### src/rtl/vga_pkg.sv
// Shared VGA timing definitions: 640x480@60 defaults, derived totals and
// sync-window bounds. Renderers import this for their region decoding.
package vga_pkg;

    localparam int COORD_W = 10;
    localparam int FCNT_W  = 16;

    localparam int H_ACTIVE_DEF = 640;
    localparam int H_FP_DEF     = 16;
    localparam int H_SYNC_DEF   = 96;
    localparam int H_BP_DEF     = 48;
    localparam int H_TOTAL_DEF  = H_ACTIVE_DEF + H_FP_DEF + H_SYNC_DEF + H_BP_DEF;

    localparam int V_ACTIVE_DEF = 480;
    localparam int V_FP_DEF     = 10;
    localparam int V_SYNC_DEF   = 2;
    localparam int V_BP_DEF     = 33;
    localparam int V_TOTAL_DEF  = V_ACTIVE_DEF + V_FP_DEF + V_SYNC_DEF + V_BP_DEF;

    // Inclusive sync windows in pixel / line coordinates.
    localparam int HS_START_DEF = H_ACTIVE_DEF + H_FP_DEF;
    localparam int HS_END_DEF   = HS_START_DEF + H_SYNC_DEF - 1;
    localparam int VS_START_DEF = V_ACTIVE_DEF + V_FP_DEF;
    localparam int VS_END_DEF   = VS_START_DEF + V_SYNC_DEF - 1;

    typedef logic [COORD_W-1:0] coord_t;

    // True when v lies in the inclusive range [lo, hi].
    function automatic logic in_window(coord_t v, coord_t lo, coord_t hi);
        return (v >= lo) && (v <= hi);
    endfunction

endpackage

### src/rtl/pix_ce_div.sv
// Pixel clock-enable divider: a phase counter over 0..CLK_DIV-1 and a
// registered one-clk-wide enable that follows the last phase by one cycle.
module pix_ce_div #(
    parameter int CLK_DIV = 2
) (
    input  logic clk,
    input  logic reset,
    output logic pix_en
);

    localparam int PH_W = (CLK_DIV > 1) ? $clog2(CLK_DIV) : 1;
    localparam logic [PH_W-1:0] PH_LAST = PH_W'(CLK_DIV - 1);

    logic [PH_W-1:0] phase_q, phase_d;
    logic            pix_en_q, pix_en_d;

    // Next phase wraps after the last phase; the enable marks the wrap cycle.
    always_comb begin
        phase_d  = (phase_q == PH_LAST) ? '0 : phase_q + 1'b1;
        pix_en_d = (phase_q == PH_LAST);
    end

    // Phase and enable registers, forced to phase 0 / idle on reset.
    always_ff @(posedge clk) begin
        if (reset) begin
            phase_q  <= '0;
            pix_en_q <= 1'b0;
        end else begin
            phase_q  <= phase_d;
            pix_en_q <= pix_en_d;
        end
    end

    assign pix_en = pix_en_q;

endmodule

### src/rtl/vga_sync_gen.sv
// VGA pixel-timing generator: h/v coordinate counters, sync and active-video
// flags registered together with the coordinates they describe, frame marker
// and frame counter.
module vga_sync_gen
    import vga_pkg::*;
#(
    parameter int CLK_DIV  = 2,
    parameter int H_ACTIVE = H_ACTIVE_DEF,
    parameter int H_FP     = H_FP_DEF,
    parameter int H_SYNC   = H_SYNC_DEF,
    parameter int H_BP     = H_BP_DEF,
    parameter int V_ACTIVE = V_ACTIVE_DEF,
    parameter int V_FP     = V_FP_DEF,
    parameter int V_SYNC   = V_SYNC_DEF,
    parameter int V_BP     = V_BP_DEF,
    parameter bit HS_POL   = 1'b0,
    parameter bit VS_POL   = 1'b0
) (
    input  logic               clk,
    input  logic               reset,
    output logic               pix_en,
    output logic [COORD_W-1:0] hsync,
    output logic [COORD_W-1:0] vsync,
    output logic               hs_n,
    output logic               vs_n,
    output logic               video_on,
    output logic               frame_start,
    output logic [FCNT_W-1:0]  frame_cnt
);

    localparam int H_TOTAL = H_ACTIVE + H_FP + H_SYNC + H_BP;
    localparam int V_TOTAL = V_ACTIVE + V_FP + V_SYNC + V_BP;

    if (H_TOTAL > (1 << COORD_W) || V_TOTAL > (1 << COORD_W)) begin : g_bad_total
        $error("vga_sync_gen: H_TOTAL/V_TOTAL exceed the coordinate range");
    end
    if (CLK_DIV < 1) begin : g_bad_div
        $error("vga_sync_gen: CLK_DIV must be at least 1");
    end

    localparam coord_t H_LAST   = COORD_W'(H_TOTAL - 1);
    localparam coord_t V_LAST   = COORD_W'(V_TOTAL - 1);
    localparam coord_t H_ACT    = COORD_W'(H_ACTIVE);
    localparam coord_t V_ACT    = COORD_W'(V_ACTIVE);
    localparam coord_t HS_START = COORD_W'(H_ACTIVE + H_FP);
    localparam coord_t HS_END   = COORD_W'(H_ACTIVE + H_FP + H_SYNC - 1);
    localparam coord_t VS_START = COORD_W'(V_ACTIVE + V_FP);
    localparam coord_t VS_END   = COORD_W'(V_ACTIVE + V_FP + V_SYNC - 1);

    logic pix_en_w;

    pix_ce_div #(
        .CLK_DIV(CLK_DIV)
    ) u_pix_ce_div (
        .clk   (clk),
        .reset (reset),
        .pix_en(pix_en_w)
    );

    coord_t              h_q, h_d;
    coord_t              v_q, v_d;
    logic                hs_n_q, hs_n_d;
    logic                vs_n_q, vs_n_d;
    logic                video_on_q, video_on_d;
    logic                frame_start_q, frame_start_d;
    logic [FCNT_W-1:0]   frame_cnt_q, frame_cnt_d;

    // Advance the coordinates on a pixel enable, then derive every flag from
    // the new position so flags and coordinates land on the same edge.
    always_comb begin
        h_d = h_q;
        v_d = v_q;
        if (pix_en_w) begin
            if (h_q == H_LAST) begin
                h_d = '0;
                v_d = (v_q == V_LAST) ? '0 : v_q + 1'b1;
            end else begin
                h_d = h_q + 1'b1;
            end
        end
        hs_n_d        = in_window(h_d, HS_START, HS_END) ? HS_POL : !HS_POL;
        vs_n_d        = in_window(v_d, VS_START, VS_END) ? VS_POL : !VS_POL;
        video_on_d    = (h_d < H_ACT) && (v_d < V_ACT);
        frame_start_d = pix_en_w && (h_d == '0) && (v_d == '0);
        frame_cnt_d   = frame_cnt_q + FCNT_W'(frame_start_d);
    end

    // Output registers; reset parks at the last pixel so the first enable
    // wraps straight into (0,0).
    always_ff @(posedge clk) begin
        if (reset) begin
            h_q           <= H_LAST;
            v_q           <= V_LAST;
            hs_n_q        <= !HS_POL;
            vs_n_q        <= !VS_POL;
            video_on_q    <= 1'b0;
            frame_start_q <= 1'b0;
            frame_cnt_q   <= '0;
        end else begin
            h_q           <= h_d;
            v_q           <= v_d;
            hs_n_q        <= hs_n_d;
            vs_n_q        <= vs_n_d;
            video_on_q    <= video_on_d;
            frame_start_q <= frame_start_d;
            frame_cnt_q   <= frame_cnt_d;
        end
    end

    assign pix_en      = pix_en_w;
    assign hsync       = h_q;
    assign vsync       = v_q;
    assign hs_n        = hs_n_q;
    assign vs_n        = vs_n_q;
    assign video_on    = video_on_q;
    assign frame_start = frame_start_q;
    assign frame_cnt   = frame_cnt_q;

endmodule

### config.mk
export PLATFORM = sky130hd
export DESIGN_NAME = vga_sync_gen
export DESIGN_NICKNAME = d
export VERILOG_FILES = /design/src/rtl/vga_pkg.sv /design/src/rtl/pix_ce_div.sv /design/src/rtl/vga_sync_gen.sv
export SDC_FILE = /design/constraint.sdc
export NUM_CORES = 1
export LEC_CHECK = 0
export ABC_AREA = 1
export ABC_CLOCK_PERIOD_IN_PS = 4100
export CAP_MARGIN = 20
export CORE_ASPECT_RATIO = 2
export CORE_MARGIN = 2
export CORE_UTILIZATION = 51
export CTS_CLUSTER_DIAMETER = 50
export CTS_CLUSTER_SIZE = 20
export DETAILED_ROUTE_END_ITERATION = 12
export GPL_TIMING_DRIVEN = 0
export PLACE_DENSITY_LB_ADDON = 0.05
export SLEW_MARGIN = 10
export SYNTH_ARGS = -nofsm -noshare
export SYNTH_HDL_FRONTEND = slang
export SYNTH_SLANG_ARGS = --single-unit
### constraint.sdc
create_clock -name clk -period 4.1 [get_ports clk]
set_clock_uncertainty 0.15 [all_clocks]
set_input_delay 1.23 -clock clk [delete_from_list [all_inputs] [get_ports clk]]
set_output_delay 1.23 -clock clk [all_outputs]
set_load 0.02 [all_outputs]
Figure 1. Metal 1.
(6 px per µm) Supply wires on this layer in gray.
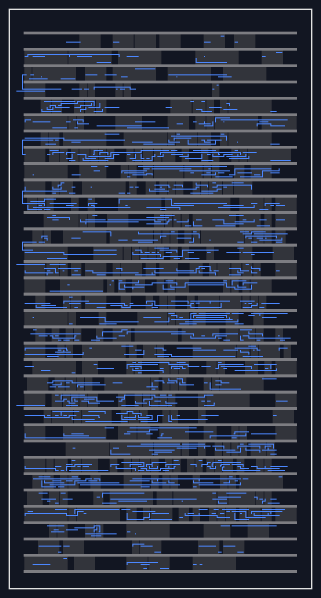
The longest straight run is 17.9 µm. The layer carries 1920 µm of wire. The wires run mostly horizontal. The layer holds 35% of the routed length.

Figure 2. Metal 2.
(6 px per µm)
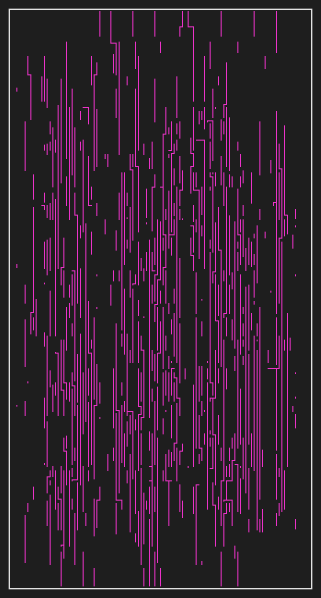
317 nets have wire on it. The layer holds 55% of the routed length. The wires run mostly vertical. The longest straight run is 44.9 µm.
GR Util met2: 0.482
total routed wirelength: 5.42 mm
via count: 2164

==> summary.txt <==
outcome -> completed
Area-dominant class -> logic gates
type of origin of the critical path -> flop
Hold Path Class -> reg -> reg
Max Used Layer -> met4
HPWL after DPL -> 4.20 mm
cts hold-fix bufs -> 0
P_leak -> 1.18 nW
Non-clock inverters -> 41
Highest Clock Rate -> 277 MHz
P_comb -> 0.198 mW
min Tclk post-route -> 3620 ps
P_seq -> 0.442 mW
Std-Cell Rows -> 33
Net Count, Synth -> 323
top cells by count, synth -> 78 x nand2_1, 49 x nor2_1, 42 x dfxtp_1, 40 x inv_1, 18 x nand3_1
final hold violation count -> 0
fill cell count -> 341
placed inst area -> 2660 µm²
fraction of area in multi-input gates -> 0.424
n_taps -> 52
Int Pwr -> 0.675 mW
top cells by area -> dfxtp_1 39%, nand2_1 13%, nor2_1 8.5%, inv_1 6.9%, nand3_1 4.1%
Net Sw Frac -> 0.302
Slew HR -> 0.615
simple share -> 0.406
ys cells -> 316
gr busiest metal -> met2
Sequential cell area -> 842 µm²
Slew Limit Fails -> 0
maximum buffer depth of the clock tree -> 2
design area -> 2800 µm²
Met2 Wirelength -> 2.97 mm
reg2reg start -> hsync[1]
final cell count without fillers -> 418
crit path cell chain -> ha_1, nand2_2, nor2_8, nand3_4, inv_1, nand3_2, nand3_2, nand2_1, nor2_2, nand3_2, nor2_1, ha_1, ha_1, nand2_1, inv_1, nand2_1, nor3_4, nand2_1, nor3_2, nand3_1, o21ai_0, a21oi_1
Post-synth seq share -> 0.387
flop share of the area -> 0.301
antenna violations before repair -> 0
First-pass DRT Iterations -> 5
Critical Path Stages -> 22
Avg Inst Size Synth -> 6.88 µm²
Routed WL per cell -> 13.0 µm
end of the critical path -> frame_cnt[12]
most frequent CP cell -> nand2_1
fin worst setup slack -> 484 ps
fraction of registers with async set/reset -> 0
placed insts -> 410
Figure 3. M3 wires.
(8 px per µm)
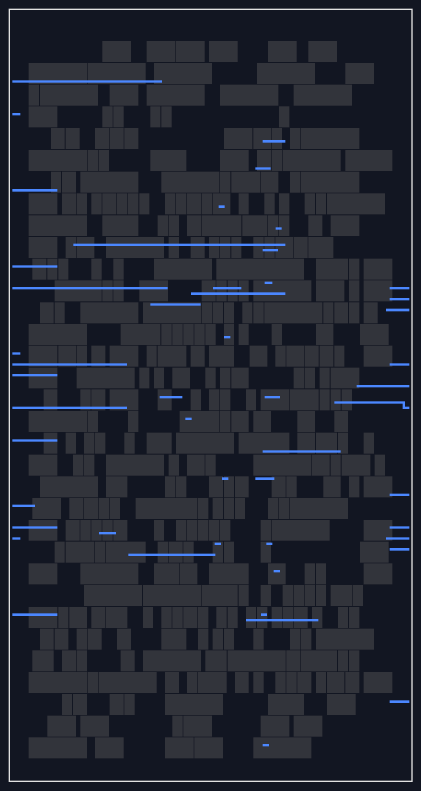
The layer carries 231 µm of wire. The layer holds 4.3% of the routed length. The longest straight run is 26.2 µm.
grt met3 use: 0.0419

No activity file was given, so power comes from the tool's default toggle rates.
